[config.mk]
export PLATFORM = sky130hd
export DESIGN_NAME = fetch_stage
export DESIGN_NICKNAME = d
export VERILOG_FILES = /design/src/rtl/fetch_stage_pkg.sv /design/src/rtl/fetch_buffer.sv /design/src/rtl/fetch_stage.sv
export SDC_FILE = /design/constraint.sdc
export NUM_CORES = 1
export LEC_CHECK = 0
export ABC_CLOCK_PERIOD_IN_PS = 9300
export CAP_MARGIN = 20
export CORE_ASPECT_RATIO = 0.8
export CORE_MARGIN = 2
export CORE_UTILIZATION = 40
export DETAILED_ROUTE_END_ITERATION = 10
export PLACE_DENSITY = 0.67
export SETUP_SLACK_MARGIN = 0.15
export SYNTH_ARGS = -nofsm -noshare
export SYNTH_HDL_FRONTEND = slang
export SYNTH_HIERARCHICAL = 1
export SYNTH_SLANG_ARGS = --single-unit
[constraint.sdc]
create_clock -name clk_i -period 9.3 [get_ports clk_i]
set_clock_uncertainty 0.1 [all_clocks]
set_input_delay 1.395 -clock clk_i [delete_from_list [all_inputs] [get_ports clk_i]]
set_output_delay 1.395 -clock clk_i [all_outputs]
set_load 0.01 [all_outputs]
[src/rtl/fetch_stage_pkg.sv]
// Shared fetch types: machine word, fetch entry carried from fetch to decode,
// and the default reset vector.
package fetch_stage_pkg;

    typedef logic [31:0] word_t;

    localparam word_t RESET_VECTOR_DEFAULT = 32'h0000_0000;
    localparam word_t WORD_ALIGN_MASK      = 32'hFFFF_FFFC;

    typedef struct packed {
        word_t pc;
        word_t ir;
    } fetch_entry_t;

    function automatic word_t align_word(input word_t addr);
        return addr & WORD_ALIGN_MASK;
    endfunction

endpackage

[src/rtl/fetch_buffer.sv]
// Response skid FIFO between the ROM read port and decode. Flush wins over
// push and pop; the head reads as zero while the FIFO is empty.
module fetch_buffer
    import fetch_stage_pkg::*;
#(
    parameter int DEPTH = 2,
    parameter int CNT_W = $clog2(DEPTH + 1)
) (
    input  logic               clk_i,
    input  logic               reset_i,
    input  logic               flush_i,
    input  logic               push_i,
    input  fetch_entry_t       push_data_i,
    input  logic               pop_i,
    output fetch_entry_t       head_o,
    output logic [CNT_W-1:0]   count_o
);

    localparam int PTR_W = $clog2(DEPTH);

    fetch_entry_t           mem_q [DEPTH];
    logic [PTR_W-1:0]       rd_q;
    logic [PTR_W-1:0]       wr_q;
    logic [CNT_W-1:0]       count_q;
    logic                   do_push_s;
    logic                   do_pop_s;

    function automatic logic [PTR_W-1:0] ptr_inc(input logic [PTR_W-1:0] p);
        return (p == PTR_W'(DEPTH - 1)) ? {PTR_W{1'b0}} : p + PTR_W'(1);
    endfunction

    // A push into a full FIFO is only accepted when the head leaves the same cycle.
    assign do_pop_s  = pop_i & (count_q != {CNT_W{1'b0}});
    assign do_push_s = push_i & ((count_q != CNT_W'(DEPTH)) | do_pop_s);

    always_ff @(posedge clk_i) begin
        if (reset_i || flush_i) begin
            rd_q    <= {PTR_W{1'b0}};
            wr_q    <= {PTR_W{1'b0}};
            count_q <= {CNT_W{1'b0}};
        end else begin
            if (do_push_s) begin
                wr_q <= ptr_inc(wr_q);
            end
            if (do_pop_s) begin
                rd_q <= ptr_inc(rd_q);
            end
            count_q <= count_q + CNT_W'(do_push_s) - CNT_W'(do_pop_s);
        end
    end

    always_ff @(posedge clk_i) begin
        if (!reset_i && !flush_i && do_push_s) begin
            mem_q[wr_q] <= push_data_i;
        end
    end

    assign head_o  = (count_q == {CNT_W{1'b0}}) ? '0 : mem_q[rd_q];
    assign count_o = count_q;

endmodule

[src/rtl/fetch_stage.sv]
// Instruction fetch front end: drives the ROM address, tracks the single
// in-flight read, and hands {pc, ir} pairs to decode through a skid FIFO.
module fetch_stage
    import fetch_stage_pkg::*;
#(
    parameter word_t RESET_VECTOR = RESET_VECTOR_DEFAULT,
    parameter int    FIFO_DEPTH   = 2
) (
    input  logic        clk_i,
    input  logic        reset_i,
    output logic [31:0] imem_addr_o,
    input  logic [31:0] imem_data_i,
    input  logic        jmp_valid_i,
    input  logic [31:0] jmp_addr_i,
    output logic        valid_o,
    input  logic        ready_i,
    output logic [31:0] pc_o,
    output logic [31:0] ir_o
);

    localparam int CNT_W = $clog2(FIFO_DEPTH + 1);
    localparam int OCC_W = CNT_W + 1;

    word_t              pc_q;
    word_t              pc_d;
    logic               inflight_q;
    logic               inflight_d;
    word_t              inflight_pc_q;
    word_t              inflight_pc_d;

    logic               pop_s;
    logic               push_s;
    logic               issue_s;
    logic [CNT_W-1:0]   count_s;
    logic [OCC_W-1:0]   occupancy_s;
    fetch_entry_t       head_s;
    fetch_entry_t       push_data_s;

    assign pop_s  = valid_o & ready_i;
    assign push_s = inflight_q & ~jmp_valid_i;

    // Credit: entries staying in the FIFO plus the read already in flight must leave room.
    assign occupancy_s = OCC_W'(count_s) - OCC_W'(pop_s) + OCC_W'(inflight_q);
    assign issue_s     = ~jmp_valid_i & (occupancy_s < OCC_W'(FIFO_DEPTH));

    always_comb begin
        pc_d          = pc_q;
        inflight_d    = 1'b0;
        inflight_pc_d = inflight_pc_q;
        if (jmp_valid_i) begin
            pc_d = align_word(jmp_addr_i);
        end else if (issue_s) begin
            inflight_d    = 1'b1;
            inflight_pc_d = pc_q;
            pc_d          = pc_q + 32'd4;
        end else begin
            pc_d = pc_q;
        end
    end

    always_ff @(posedge clk_i) begin
        if (reset_i) begin
            pc_q          <= align_word(RESET_VECTOR);
            inflight_q    <= 1'b0;
            inflight_pc_q <= 32'h0000_0000;
        end else begin
            pc_q          <= pc_d;
            inflight_q    <= inflight_d;
            inflight_pc_q <= inflight_pc_d;
        end
    end

    assign push_data_s.pc = inflight_pc_q;
    assign push_data_s.ir = imem_data_i;

    fetch_buffer #(
        .DEPTH (FIFO_DEPTH),
        .CNT_W (CNT_W)
    ) u_buffer (
        .clk_i       (clk_i),
        .reset_i     (reset_i),
        .flush_i     (jmp_valid_i),
        .push_i      (push_s),
        .push_data_i (push_data_s),
        .pop_i       (pop_s),
        .head_o      (head_s),
        .count_o     (count_s)
    );

    assign imem_addr_o = pc_q;
    assign valid_o     = (count_s != {CNT_W{1'b0}});
    assign pc_o        = head_s.pc;
    assign ir_o        = head_s.ir;

endmodule
### The metal 1 layer, run 1

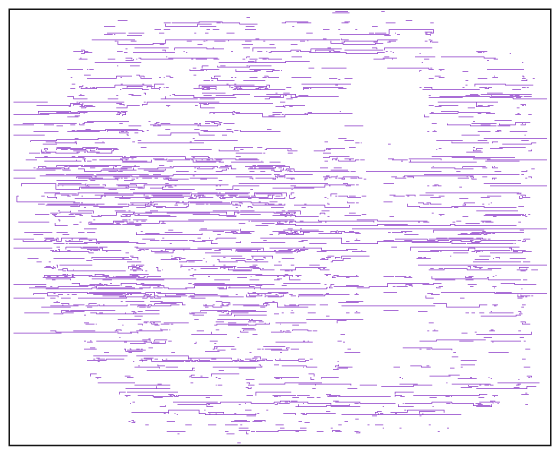
The longest straight run is 58.4 µm. The layer holds 46% of the routed length. 802 nets have wire on it. The layer carries 8430 µm of wire.
final WL: 18500 µm
DR vias: 5581
met1 Use GR: 23.8%

### Cell outlines without signal wires, run 1

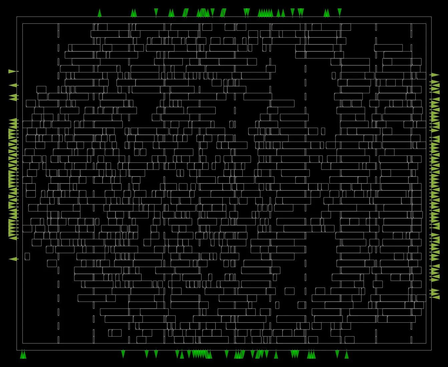
# Taps: 264
flop share of the area: 49.2%
fin cells: 1094
sequential cells: 194

### Met2 routing, run 1

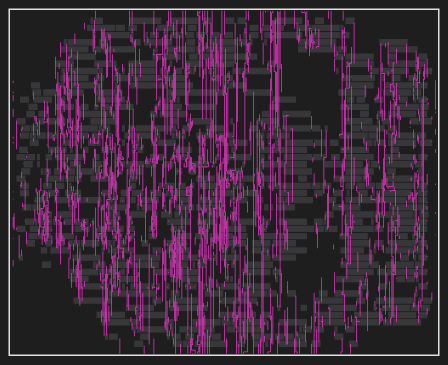
719 nets have wire on it. The layer carries 8600 µm of wire. The layer holds 46% of the routed length.
GR Util met2: 28.4%

==> results.sh, run 1 <==
# source this file to load flow results
export IMPL_status="completed"
export IMPL_slowest_stage="or4_1"
export IMPL_clockNetworkAreaShare_pct=5.94
export IMPL_slowest_delay_ps=700
export IMPL_wl_met2_um=8600
export IMPL_nNonClkInverters=13
export IMPL_htreeDepth=4
export IMPL_top_layer="met4"
export IMPL_cp_required_ps=9540
export IMPL_top_area_cell="edfxtp_1"
export IMPL_core_rowCount=46
export IMPL_vdd_ir_drop_max_mv=0.123
export IMPL_grt_max_degree=70
export IMPL_largest_register="u_buffer/mem_q"
export IMPL_comb_cells=420
export IMPL_hold_path_end="u_buffer/mem_q[0][37]"
export IMPL_synthTopCellsByArea="edfxtp_1, dfxtp_1, mux2i_1"
export IMPL_route_detailed_drc=0
export IMPL_edf_count=128
export IMPL_antenna_cells=0
export IMPL_min_period_over_period_pct=49.6
export IMPL_place_inst=1061
export IMPL_ff_type="edfxtp_1"
export IMPL_post_cts_setup_buffer_count=0
export IMPL_hpwl_um=12100
export IMPL_adder_share_pct=0.875
export IMPL_yosysMostFrequentCell="edfxtp_1"
export IMPL_yosys_cells=662
export IMPL_cts_made_buffers=17
export IMPL_switching_share_pct=22.4
export IMPL_wl_per_cell_um=16.9
export IMPL_mux_area_share_pct=8.25
export IMPL_drt_iter0_drc=400
export IMPL_common_cells="edfxtp_1, nor2_1, nand2_1"
export IMPL_critical_path_class="primary input to register"
export IMPL_async_flop_share_pct=0
export IMPL_drive_gt1_share_pct=6.63
export IMPL_yosys_area_um2=8010
export IMPL_synth_top_cell_area_share_pct=48.0
export IMPL_synth_cells=662
==> run 2, diff against run 1 <==
--- a/config.mk
+++ b/config.mk
@@ -5,13 +5,12 @@
 export SDC_FILE = /design/constraint.sdc
 export NUM_CORES = 1
 export LEC_CHECK = 0
-export ABC_CLOCK_PERIOD_IN_PS = 9300
+export ABC_CLOCK_PERIOD_IN_PS = 4300
 export CAP_MARGIN = 20
 export CORE_ASPECT_RATIO = 0.8
 export CORE_MARGIN = 2
 export CORE_UTILIZATION = 40
 export DETAILED_ROUTE_END_ITERATION = 10
-export PLACE_DENSITY = 0.67
 export SETUP_SLACK_MARGIN = 0.15
 export SYNTH_ARGS = -nofsm -noshare
 export SYNTH_HDL_FRONTEND = slang
==> constraint.sdc (replaced) <==
create_clock -name clk_i -period 4.3 [get_ports clk_i]
set_clock_uncertainty 0.1 [all_clocks]
set_input_delay 0.645 -clock clk_i [delete_from_list [all_inputs] [get_ports clk_i]]
set_output_delay 0.645 -clock clk_i [all_outputs]
set_load 0.01 [all_outputs]
==> run 2 against run 1 <==
Combinational power grew 120%. Via count increased by 1.9%. First-iteration DRC count fell by 13%. Area after synthesis did not move. Sequential cell count stayed put. Final area is 0.33% higher. Total power increased by 110%. Sequential power grew 120%. Synthesized cell count did not move. Clock power grew 100%. Critical path depth up 1. Sequential share of layout area is 0.16 points lower. Critical path type is now register to register. Largest cell class unchanged. Highest routed layer unchanged.
==> results.sh, run 2 <==
# source this file to load flow results
export IMPL_finalNonFillerCells=1103
export IMPL_status="completed"
export IMPL_grtUsageMet2_pct=28.9
export IMPL_hpwl_um=12800
export IMPL_switching_share_pct=22.2
export IMPL_vdd_ir_drop_max_mv=0.250
export IMPL_grt_max_degree=69
export IMPL_wl_per_cell_um=16.8
export IMPL_nNonClkInverters=13
export IMPL_clockNetworkAreaShare_pct=5.53
export IMPL_synthTopCellsByArea="edfxtp_1, dfxtp_1, mux2i_1"
export IMPL_ff_type="edfxtp_1"
export IMPL_route_detailed_drc=0
export IMPL_comb_cells=420
export IMPL_slowest_stage="or4b_2"
export IMPL_cts_made_buffers=17
export IMPL_critical_path_class="register to register"
export IMPL_tap_cell_count=264
export IMPL_drt_iter0_drc=350
export IMPL_top_layer="met4"
export IMPL_synth_cells=662
export IMPL_sh_seq_area_pct=49.0
export IMPL_antenna_cells=0
export IMPL_yosysMostFrequentCell="edfxtp_1"
export IMPL_async_flop_share_pct=0
export IMPL_min_period_over_period_pct=87.2
export IMPL_common_cells="edfxtp_1, nor2_1, nand2_1"
export IMPL_largest_register="u_buffer/mem_q"
### The metal 1 layer, run 2

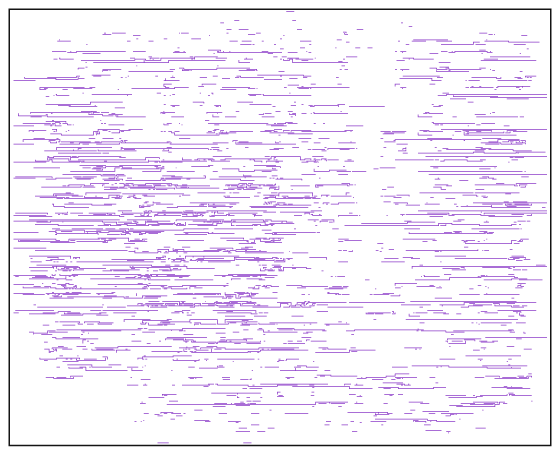
The layer carries 8140 µm of wire. The wires run mostly horizontal. The layer holds 44% of the routed length. 814 nets have wire on it.
DR vias: 5688
final WL: 18500 µm
met1 Use GR: 23.3%

### Sequential cells grouped by signal name, run 2

Other sequential cells in the stronger gray, the rest of the logic in the fainter gray.
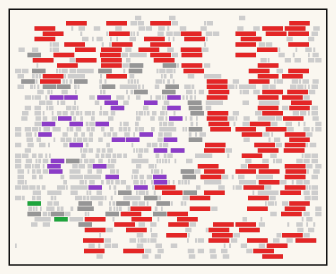

==> run 3, diff against run 2 <==
--- a/config.mk
+++ b/config.mk
@@ -6,7 +6,7 @@
 export NUM_CORES = 1
 export LEC_CHECK = 0
 export ABC_CLOCK_PERIOD_IN_PS = 4300
-export CAP_MARGIN = 20
+export CAP_MARGIN = 5
 export CORE_ASPECT_RATIO = 0.8
 export CORE_MARGIN = 2
 export CORE_UTILIZATION = 40
### Sequential cells grouped by signal name, run 3

Other sequential cells in the stronger gray, the rest of the logic in the fainter gray.
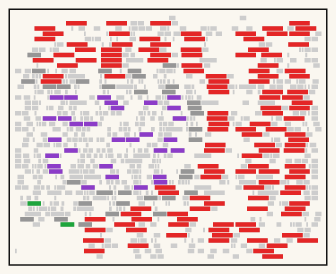
Key: u_buffer/count_o = green [placed flops 2]; u_buffer/mem_q = red [placed flops 128, where widely spread]; imem_addr_o = purple [placed flops 30]
Another 34 sequential cells are not colored.
flop share of the area: 49.1%
fin util: 53.3%
Reg area: 5170 µm²
Seq. pwr: 2.08 mW

==> run 3 against run 2 <==
Final area fell by 0.11%. Combinational power barely moved. Area after synthesis did not move. Critical path depth did not move. Worst setup slack got worse by 40 ps. Largest power group unchanged.
==> results.sh, run 3 <==
# source this file to load flow results
export IMPL_status="completed"
export IMPL_top_area_cell="edfxtp_1"
export IMPL_nNonClkInverters=13
export IMPL_tap_cell_count=264
export IMPL_setup_violations=0
export IMPL_gr_total_overflow=0
export IMPL_largest_register="u_buffer/mem_q"
export IMPL_hold_path_end="u_buffer/mem_q[0][58]"
export IMPL_grt_use_met1_pct=23.5
export IMPL_drt_iter0_drc=304
export IMPL_clockNetworkAreaShare_pct=5.54
export IMPL_grtUsageMet2_pct=28.4
export IMPL_synthTopCellsByArea="edfxtp_1, dfxtp_1, mux2i_1"
export IMPL_cts_made_buffers=17
export IMPL_common_cells="edfxtp_1, nor2_1, nand2_1"
export IMPL_vias=5692
export IMPL_async_flop_share_pct=0
export IMPL_die_area_um2=21200
export IMPL_grt_max_degree=69
export IMPL_wl_per_cell_um=17.0
export IMPL_worst_slack_ps=510
export IMPL_slowest_stage="or4b_2"
export IMPL_mux_area_share_pct=8.25
export IMPL_hold_buffers=0
export IMPL_finalNonFillerCells=1102
export IMPL_period_needed_ps=3790
export IMPL_internal_power_mw=3.03
export IMPL_yosysMostFrequentCell="edfxtp_1"
export IMPL_top_layer="met4"
export IMPL_m1WireLength_um=8590
export IMPL_post_dp_cell_area_um2=9950
export IMPL_wl_met2_um=8520
export IMPL_ff_type="edfxtp_1"
export IMPL_comb_cells=420
export IMPL_synth_cells=662
export IMPL_min_from="inflight_pc_q[26]"
export IMPL_vdd_ir_drop_max_mv=0.216
export IMPL_netlist_area_um2=8010
export IMPL_min_period_over_period_pct=88.1
export IMPL_critical_path_class="register to register"
export IMPL_cp_cell_sequence="or2_2, and2_1, ha_1, nand2b_1, fa_1, buf_4, and3_1, nand4_1, or4b_2, a311oi_1"
export IMPL_hpwl_um=12800
export IMPL_switching_share_pct=22.2
export IMPL_finalWirelength_um=18800
No activity file was given, so power comes from the tool's default toggle rates.
